### Port wiring, run 1

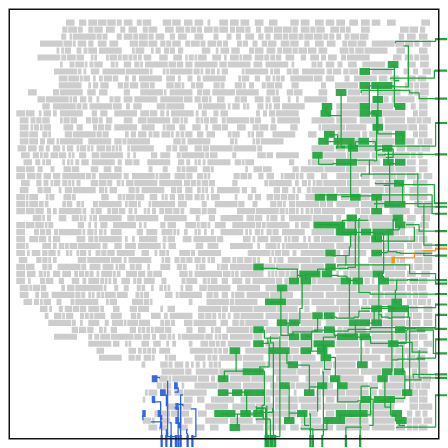
### Cell placement, run 1

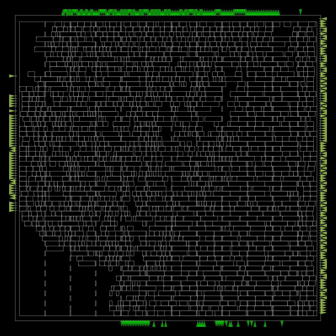
### Routed clock nets over the placement, run 1

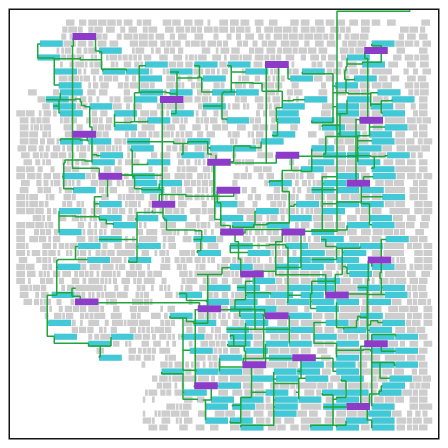
==> config.mk <==
export PLATFORM = sky130hd
export DESIGN_NAME = dma_burst_engine
export DESIGN_NICKNAME = d
export VERILOG_FILES = /design/src/rtl/dma_pkg.sv /design/src/rtl/dma_sync_fifo.sv /design/src/rtl/dma_burst_engine.sv
export SDC_FILE = /design/constraint.sdc
export NUM_CORES = 1
export LEC_CHECK = 0
export CAP_MARGIN = 40
export CORE_MARGIN = 2
export CORE_UTILIZATION = 55
export DETAILED_ROUTE_END_ITERATION = 10
export PLACE_DENSITY = 0.86
export SETUP_SLACK_MARGIN = 0.15
export SYNTH_ARGS = -nofsm -noshare
export SYNTH_HDL_FRONTEND = slang
export SYNTH_SLANG_ARGS = --single-unit
==> constraint.sdc <==
create_clock -name clk -period 13.7 [get_ports clk]
set_input_delay 3.425 -clock clk [delete_from_list [all_inputs] [get_ports clk]]
set_output_delay 3.425 -clock clk [all_outputs]
set_load 0.03 [all_outputs]
==> results.yml, run 1 <==
# flow metrics
power_and_ir_drop:
  power-top-group: "combinational logic"
  p_comb_uw: 1690
  switching_share_pct: 41.9
  ir_worst_vdd_uv: 119
  p_comb_share_pct: 47.2
  powerDensity_nw_per_um2: 189
  powerSeq_uw: 1220
  power_leakage_uw: 0.00783
  total_power_uw: 3590
  p_int_uw: 2080
  p_switching_uw: 1500
setup_path:
  worstSetupPathType: "in2out"
  r2r_slack_ns: 7.38
  critPathBufInv: 4
  cp-end-kind: "output port"
  path_max_fanout: 23
  cp.arrival_ns: 6.50
  r2r_cells: 20
  max_stage_delay_ns: 0.74
  cp_cell_sequence: "clkdlybuf4s50_1 -> buf_8 -> and2_0 -> nor2_8 -> inv_2 -> and2_1 -> clkdlybuf4s50_1"
global_routing:
  met2_usage_pct: 57.2
  grt_usage_pct: 33.6
  grt_max_degree: 121
  gr-max-usage-layer: "met2"
  globalRouteMet3Util_pct: 6.54
  grt.overflow.total: 0
  grt_pass1_wl_um: 75000
die:
  fp_util_pct: 55.9
  chipArea_um2: 27800
  dieHeight_um: 167
  die_x_um: 167
  core_area_um2: 26100
layout:
  clk_share_pct: 4.18
  final_cell_mix: "330 x clkdlybuf4s50_1, 235 x dfrtp_1, 134 x mux2_2"
  final_common_cell: "clkdlybuf4s50_1"
  bufAreaShareNonClock_pct: 18.7
  sh_comb_area_pct: 42.8
  comb_cells: 1086
  nets: 1954
  postLayoutCellArea_um2: 19000
  regArea_um2: 5910
  ff_count: 236
  antenna_cells: 2
  logic_area_um2: 8130
  final_core_util_pct: 73.0
clock_network:
  root_buffer: "clkbuf_16"
  ctsHoldBuffers: 0
  cts_resized: 0
  postCtsSetupBuffers: 0
  h-tree-depth: 1
drt:
  vias: 13400
  first_iter_violations: 1284
  met2_length_um: 23400
  wirelength_um: 47400
  drtPass1Iterations: 5
  drc: 0
run:
  cap_violations: 0
timing:
  hold_violations: 0
  setup_tns_ns: 0
  fin_ws_ns: 3.77
  finalCritPeriodShare_pct: 72.5
  worst_pin_slew_ns: 0.943
  setup_violations: 0
place:
  dp.cells: 2062
  pre_cts_slack_ns: 3.85
logic_synthesis:
  synthAdderAreaFrac_pct: 3.85
  top_logic_kind: "simple AND/OR/NAND/NOR gates"
  top_cell_area_share_pct: 40.5
  ys_cells: 1460
  edf_count: 0
  synthFlopType: "dfrtp_1"
  ys.flops: 236
  syn-instance-count: 1460
  yosysTopAreaCell: "dfrtp_1"
  top_cells_by_count: "236 x dfrtp_1, 134 x mux2_2, 121 x nand2_1, 88 x and2_1, 78 x and3_1"
min_path:
  hold_class: "reg2reg"
  hold_depth: 1
outcome:
  outcome: "finished clean"
Notes on 'Port wiring' above:
`wlast_o` -> orange  # direction output, edge right, end cells 1, buffers 1, wire 16.9 µm
`glb_rdata_i` -> green  # direction input, edge 22 right, 10 bottom, end cells 128, buffers 32, wire 2170 µm
`awlen_o` -> blue  # direction output, edge bottom, end cells 8, buffers 8, wire 128 µm
I/O Pins: 333
count of input and output buffers: 331

Notes on 'Cell placement' above:
# Taps: 335
final non-filler cell total: 2108
Fill cells: 1775
FP Rows: 59

Notes on 'Routed clock nets over the placement' above:
cells driving clock nets -> purple  # count 25
flip-flops -> cyan  # count 236
clock wires -> green  # length 2940 µm
routed clock nets = 26
flops lie = widely spread
latest clock arrival within the worst-skew pair: 0.52 ns
Clk pwr share: 18.8%
P_clk: 673 µW
clock skew: 0.0178 ns

### Routed metal, one colour a layer, run 1

Scale bar: 50 µm.
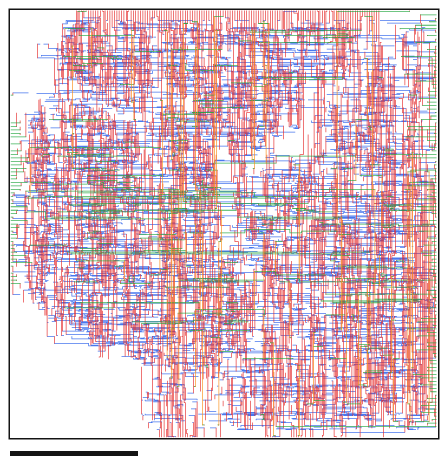

==> inputs of run 2 (changes only) <==
--- a/config.mk
+++ b/config.mk
@@ -7,9 +7,9 @@
 export LEC_CHECK = 0
 export CAP_MARGIN = 40
 export CORE_MARGIN = 2
-export CORE_UTILIZATION = 55
+export CORE_UTILIZATION = 46
 export DETAILED_ROUTE_END_ITERATION = 10
-export PLACE_DENSITY = 0.86
+export PLACE_DENSITY = 0.77
 export SETUP_SLACK_MARGIN = 0.15
 export SYNTH_ARGS = -nofsm -noshare
 export SYNTH_HDL_FRONTEND = slang
==> constraint.sdc (replaced) <==
create_clock -name clk -period 8.3 [get_ports clk]
set_input_delay 2.075 -clock clk [delete_from_list [all_inputs] [get_ports clk]]
set_output_delay 2.075 -clock clk [all_outputs]
set_load 0.03 [all_outputs]
### Routed metal, one colour a layer, run 2

Scale bar: 50 µm.
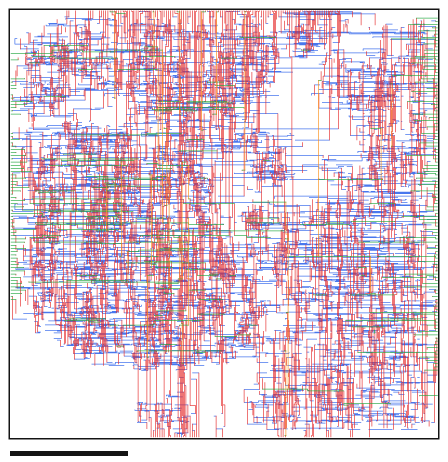
met2 -> red  # wire length 21.6 mm
met3 -> green  # wire length 2950 µm
met4 -> orange  # wire length 1020 µm
met1 -> blue  # wire length 18500 µm
average routed wire per standard cell: 20.3 µm
gr usage total: 25.9%
routed vias: 12800
final WL: 44100 µm

### Ports around the boundary, run 2

Pins as bars across the die edge, other pins in grey.
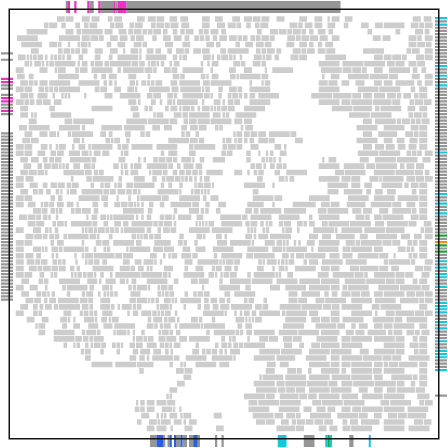
`wlast_o` -> orange  # pins 1, direction output, edge right
`glb_addr_o` -> magenta  # pins 14, direction output, edge 9 top, 5 left
`awlen_o` -> blue  # pins 8, direction output, edge bottom
`wstrb_o` -> green  # pins 4, direction output, edge 3 right, 1 bottom
`glb_rdata_i` -> cyan  # pins 32, direction input, edge 25 right, 7 bottom
Die Span Y: 182 µm
die width: 182 µm

==> results.yml, run 2 <==
# flow metrics
layout:
  ff_count: 236
  postLayoutCellArea_um2: 19100
  nClkBuffers: 38
  sh_comb_area_pct: 42.6
  nFillCells: 2556
  regArea_um2: 5910
  finalNonFillerCells: 2174
  final_cell_mix: "326 x clkdlybuf4s50_1, 235 x dfrtp_1, 134 x mux2_2"
  final_core_util_pct: 60.8
  final_common_cell: "clkdlybuf4s50_1"
  nets: 1952
  drive_above_1_share_pct: 14.2
  antenna_cells: 0
  comb_cells: 1086
  logic_area_um2: 8130
  bufAreaShareNonClock_pct: 18.4
  clk_share_pct: 4.38
global_routing:
  globalRouteMet3Util_pct: 4.09
  grt.overflow.total: 0
  grt_pass1_wl_um: 68700
  met2_usage_pct: 45.3
  grt_pass1_vias: 12500
  gr-max-usage-layer: "met2"
  grt_max_degree: 120
setup_path:
  cp_cell_sequence: "or3_1 -> nand2b_1 -> or3_1 -> nand3_1 -> inv_1 -> ha_1 -> and4_1 -> a21oi_1 -> a21oi_1 -> nor4_2 -> buf_4 -> mux2_2 -> inv_1 -> ha_1 -> inv_1 -> or3_1 -> nor3_1 -> xor2_1 -> a21oi_1 -> nor2_1 -> dlymetal6s2s_1"
  r2r_cells: 22
  critPathBufInv: 5
  cp-end-kind: "output port"
  crit_cells: 21
  worstSetupPathType: "reg2out"
  path_max_fanout: 22
  r2r_slack_ns: 2.17
  crit_family: "simple AND/OR/NAND/NOR gates"
  max_stage_delay_ns: 0.44
  cp.arrival_ns: 5.57
  required_ns: 6.23
drt:
  antenna_left: 0
  drt-met1-wl_um: 18500
  first_iter_violations: 822
  drc: 0
  met2_length_um: 21600
  drtPass1Iterations: 5
  vias_per_cell: 5.89
die:
  nWellTaps: 402
  core_area_um2: 31400
  chipArea_um2: 33100
  pin_count: 333
  rows: 65
  fp_util_pct: 46.4
clock_network:
  h-tree-depth: 1
  root_buffer: "clkbuf_16"
  clk_pin_slew_ns: 0.06
  ctsHoldBuffers: 0
  cts_made_buffers: 26
  postCtsSetupBuffers: 0
  cts_resized: 0
  worstSkewPairLatency_ns: 0.54
place:
  gp_congestion: 0.905
  pre_cts_slack_ns: 0.856
  io_buffers: 331
  dp.cells: 2127
power_and_ir_drop:
  switching_share_pct: 40.8
  powerDensity_nw_per_um2: 305
  ir_worst_vdd_uv: 164
  powerSeq_uw: 1970
  power_leakage_uw: 0.00791
  total_power_uw: 5830
  power-top-group: "combinational logic"
  p_comb_uw: 2720
  p_switching_uw: 2380
  p_comb_share_pct: 46.7
  p_int_uw: 3450
logic_synthesis:
  yosysChipArea_um2: 14600
  synthAdderAreaFrac_pct: 3.85
  top_cell_area_share_pct: 40.5
  ys.flops: 236
  top_cells_by_count: "236 x dfrtp_1, 134 x mux2_2, 121 x nand2_1, 88 x and2_1, 78 x and3_1"
  syn-instance-count: 1460
  ys_sh_aoi_pct: 12.6
  ys_cells: 1460
  yosysTopAreaCell: "dfrtp_1"
  synthFlopType: "dfrtp_1"
  top_logic_kind: "simple AND/OR/NAND/NOR gates"
  edf_count: 0
timing:
  worst_pin_slew_ns: 0.871
  hold_violations: 0
  fmax_mhz: 131
  finalCritPeriodShare_pct: 92.1
  fin_ws_ns: 0.652
  setup_tns_ns: 0
  setup_violations: 0
  relSlewSlack_pct: 40.4
min_path:
  hold_depth: 1
  hold_class: "reg2reg"
outcome:
  outcome: "finished clean"
run:
  cap_violations: 0
### Routed clock nets over the placement, run 2

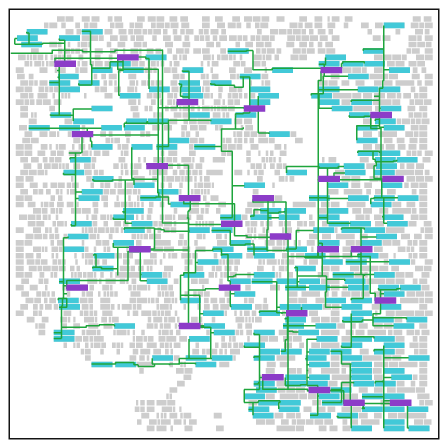
clock wires -> green  # length 3210 µm
flip-flops -> cyan  # count 236
cells driving clock nets -> purple  # count 26
routed clock nets = 27
flops lie = widely spread
Clk pwr share: 19.5%
clock skew: 0.0119 ns
P_clk: 1140 µW

Power is estimated from default activity; no workload was simulated.
